## config.mk

```make
export PLATFORM = sky130hd
export DESIGN_NAME = pulse_sync_rx_mc
export DESIGN_NICKNAME = d
export VERILOG_FILES = /design/src/rtl/pulse_sync_pkg.sv /design/src/rtl/pulse_sync_chain.sv /design/src/rtl/pulse_sync_rx_mc.sv
export SDC_FILE = /design/constraint.sdc
export NUM_CORES = 1
export LEC_CHECK = 0
export ABC_CLOCK_PERIOD_IN_PS = 3700
export CORE_ASPECT_RATIO = 0.5
export CORE_MARGIN = 4
export CORE_UTILIZATION = 30
export DETAILED_ROUTE_END_ITERATION = 6
export PLACE_DENSITY = 0.52
export SYNTH_ARGS = -nofsm -noshare
export SYNTH_HDL_FRONTEND = slang
export SYNTH_SLANG_ARGS = --single-unit
```

## constraint.sdc

```tcl
create_clock -name clk_b -period 3.7 [get_ports clk_b]
set_clock_uncertainty 0.2 [all_clocks]
set_input_delay 0.74 -clock clk_b [delete_from_list [all_inputs] [get_ports clk_b]]
set_output_delay 0.74 -clock clk_b [all_outputs]
set_load 0.02 [all_outputs]
```

## src/rtl/pulse_sync_pkg.sv

```systemverilog
// Shared defaults and helpers for the multi-channel pulse synchroniser receiver.
// Latency: n/a (compile-time constants and functions only).
// Backpressure: n/a.
package pulse_sync_pkg;

    localparam int PSYNC_CH_DEF     = 4;
    localparam int PSYNC_STAGES_DEF = 2;
    localparam int PSYNC_CNT_W_DEF  = 3;

    // Width of a channel index; never narrower than one bit so a single
    // channel build still has a legal evt_ch port.
    function automatic int psync_idx_w(input int ch);
        return (ch <= 2) ? 1 : $clog2(ch);
    endfunction

endpackage

```

## src/rtl/pulse_sync_chain.sv

```systemverilog
// One channel: SYNC_STAGES-deep synchroniser, previous-level flop and toggle edge detect.
// Latency: toggle sampled at edge 1 shows on edge_det after edge SYNC_STAGES; lvl follows one edge later.
// Backpressure: none; pulse_en=0 freezes every flop so the toggle level is simply picked up later.
module pulse_sync_chain #(
    parameter int SYNC_STAGES = 2
) (
    input  logic clk_b,
    input  logic rst_n_b,
    input  logic pulse_en,
    input  logic tgl,
    output logic lvl,
    output logic edge_det
);

    logic [SYNC_STAGES-1:0] sync;
    logic                   prev;

    // Shift the async level through the synchroniser and remember the last settled level.
    always_ff @(posedge clk_b) begin
        if (!rst_n_b) begin
            sync <= '0;
            prev <= 1'b0;
        end else if (pulse_en) begin
            sync <= {sync[SYNC_STAGES-2:0], tgl};
            prev <= sync[SYNC_STAGES-1];
        end
    end

    assign lvl      = prev;
    assign edge_det = sync[SYNC_STAGES-1] ^ prev;

endmodule

```

## src/rtl/pulse_sync_rx_mc.sv

```systemverilog
// Multi-channel toggle-pulse receiver: sync + edge detect, per-channel pending counters, round-robin event port.
// Latency: toggle at edge 1 -> counted at edge S+1 (ack flips), earliest evt_vld after edge S+2; 1 event/cycle sustained.
// Backpressure: evt_vld & ~evt_rdy holds evt_ch with no grant; events queue in saturating counters (PSYNC_OVF_EN adds sticky ovf).
module pulse_sync_rx_mc
    import pulse_sync_pkg::*;
#(
    parameter int CH          = PSYNC_CH_DEF,
    parameter int SYNC_STAGES = PSYNC_STAGES_DEF,
    parameter int CNT_W       = PSYNC_CNT_W_DEF,
    localparam int IDX_W      = psync_idx_w(CH)
) (
    input  logic             clk_b,
    input  logic             rst_n_b,
    input  logic             pulse_en,
    input  logic [CH-1:0]    tgl_in,
    output logic [CH-1:0]    ack_tgl,
    output logic             evt_vld,
    input  logic             evt_rdy,
    output logic [IDX_W-1:0] evt_ch
`ifdef PSYNC_OVF_EN
    ,
    output logic [CH-1:0]    ovf,
    input  logic [CH-1:0]    ovf_clr
`endif
);

    localparam logic [CNT_W-1:0] CNT_MAX = '1;

    logic [CH-1:0]    edge_det;
    logic [CNT_W-1:0] cnt [CH];
    logic [IDX_W-1:0] rr;
    logic [IDX_W-1:0] win;
    logic [IDX_W-1:0] rr_nxt;
    logic             found;
    logic             load;
    logic [CH-1:0]    gnt;

    for (genvar g = 0; g < CH; g++) begin : g_chain
        pulse_sync_chain #(
            .SYNC_STAGES(SYNC_STAGES)
        ) u_chain (
            .clk_b    (clk_b),
            .rst_n_b  (rst_n_b),
            .pulse_en (pulse_en),
            .tgl      (tgl_in[g]),
            .lvl      (ack_tgl[g]),
            .edge_det (edge_det[g])
        );
    end

    // Round-robin search: first channel with pending events at or above the rr pointer, wrapping mod CH.
    always_comb begin
        int j;
        j     = 0;
        found = 1'b0;
        win   = '0;
        for (int k = 0; k < CH; k++) begin
            j = (int'(rr) + k) % CH;
            if (!found && cnt[j] != '0) begin
                found = 1'b1;
                win   = IDX_W'(j);
            end
        end
    end

    // The output register refills when empty or being consumed; a frozen block grants nothing.
    always_comb begin
        load   = pulse_en && (!evt_vld || evt_rdy);
        rr_nxt = (win == IDX_W'(CH - 1)) ? '0 : win + IDX_W'(1);
        gnt    = '0;
        if (load && found) begin
            gnt[win] = 1'b1;
        end
    end

    // Pending counters: simultaneous edge and grant cancel out; an edge into a full counter is dropped.
    always_ff @(posedge clk_b) begin
        for (int i = 0; i < CH; i++) begin
            if (!rst_n_b) begin
                cnt[i] <= '0;
            end else if (pulse_en) begin
                if (edge_det[i] && !gnt[i]) begin
                    if (cnt[i] != CNT_MAX) begin
                        cnt[i] <= cnt[i] + CNT_W'(1);
                    end
                end else if (gnt[i] && !edge_det[i]) begin
                    cnt[i] <= cnt[i] - CNT_W'(1);
                end
            end
        end
    end

    // Event output register and round-robin pointer; evt_ch keeps its last value when nothing is pending.
    always_ff @(posedge clk_b) begin
        if (!rst_n_b) begin
            evt_vld <= 1'b0;
            evt_ch  <= '0;
            rr      <= '0;
        end else if (load) begin
            if (found) begin
                evt_vld <= 1'b1;
                evt_ch  <= win;
                rr      <= rr_nxt;
            end else begin
                evt_vld <= 1'b0;
            end
        end
    end

`ifdef PSYNC_OVF_EN
    logic [CH-1:0] drop;

    // A drop is an un-cancelled edge arriving at a saturated counter.
    always_comb begin
        drop = '0;
        for (int i = 0; i < CH; i++) begin
            drop[i] = edge_det[i] && !gnt[i] && (cnt[i] == CNT_MAX);
        end
    end

    // Sticky overflow flags; a new drop beats a clear in the same cycle.
    always_ff @(posedge clk_b) begin
        if (!rst_n_b) begin
            ovf <= '0;
        end else if (pulse_en) begin
            ovf <= (ovf & ~ovf_clr) | drop;
        end
    end
`endif

endmodule

```

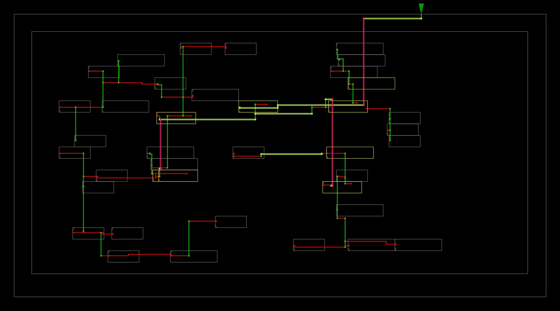
**Above:** the clock network.
# clock sinks: 31
Flops: 31
clk_buf instances: 6

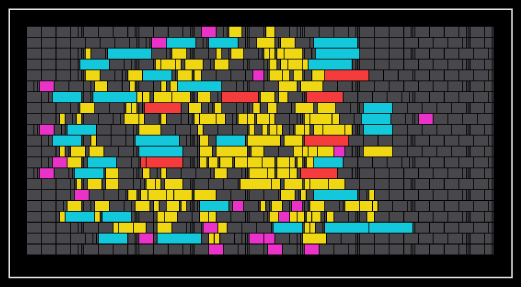
**Above:** cell classes on the final placement.
Scale: 4 px per um. Fill, decap, tap and diode cells in grey.
[cyan] registers | cells: 31 | share of their area: 31%
[red] clock drivers and dummy loads | cells: 8 | share of their area: 7.9%
[yellow] remaining logic cells | cells: 167 | share of their area: 53%
[magenta] remaining buffers and delay cells | cells: 20 | share of their area: 7.8%

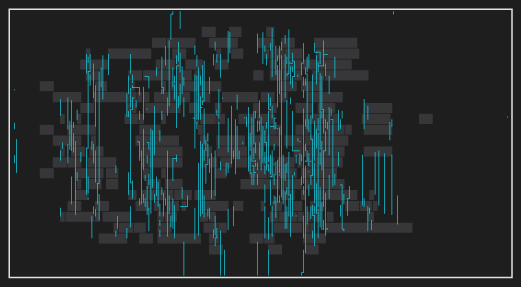
**Above:** M2 wires.
Scale: 4 px per um.
share of all routed wire: 43%
longest straight run: 35.4 um
wire length on this layer: 2020 um
nets with wire on the layer: 210
main direction: vertical

==> ci_impl_report.md <==
## PnR job results

| Metric | Value |
|---|---|
| Hold wc startpoint | evt_vld$_SDFFE_PN0P_ |
| Global-route wire length before repair | 8000 um |
| Clock buffer count from CTS | 5 |
| Final Util | 37.4% |
| Yosys top cell by instances | nor2_1 |
| Placement Setup Slack | 0.404 ns |
| # hold bufs at CTS | 0 |
| Logic pwr share | 42.3% |
| Final Hold Viols | 0 |
| Final std cell area, no fill | 2490 um^2 |
| # resized after CTS | 0 |
| Asr flop ratio synth | 0% |
| Reg power frac | 29.9% |
| Crit. path cell count | 10 |
| Outcome | finished clean |
| Most frequent cell on the critical path | xnor2_1 |
| Nonclk buf count | 20 |
| Vias in the first global route | 1606 |
| Top non-seq family | simple AND/OR/NAND/NOR gates |
| Global route hottest layer | met2 |
| Post-Syn Area per Cell | 9.97 um^2 |
| Synth Instances | 207 |
| Slew of the pin with the lowest slew margin | 0.671 ns |
| Yosys simple share | 21.9% |
| Distinct cell type count after synthesis | 49 |
| Final ANT Viol Nets | 0 |
| Total power divided by cell area | 770 nW/um^2 |
| Nets | 247 |
| Synth Flop Type | dfxtp_1 |
| Final setup violation count | 0 |
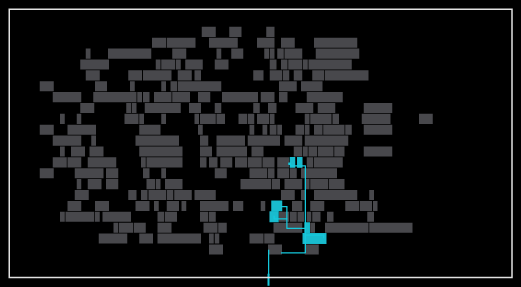
**Above:** wires at chosen ports, followed through buffers.
Scale: 4 px per um.
[cyan] rst_n_b | bits: 1 | direction: input | end cells: 6 | buffers: 1 | wire: 59.9 um

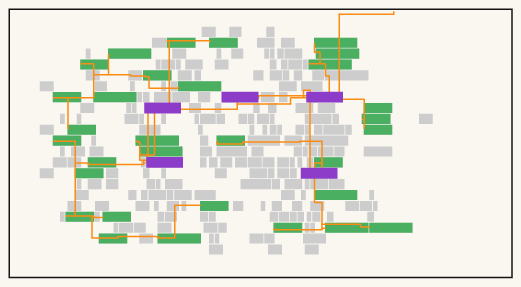
**Above:** clock distribution.
Scale: 4 px per um.
[orange] clock wires | length: 488 um
[purple] clock-net drivers | count: 5
[green] flip-flops | count: 31
routed clock nets: 6

Power and IR drop assume default switching activity.
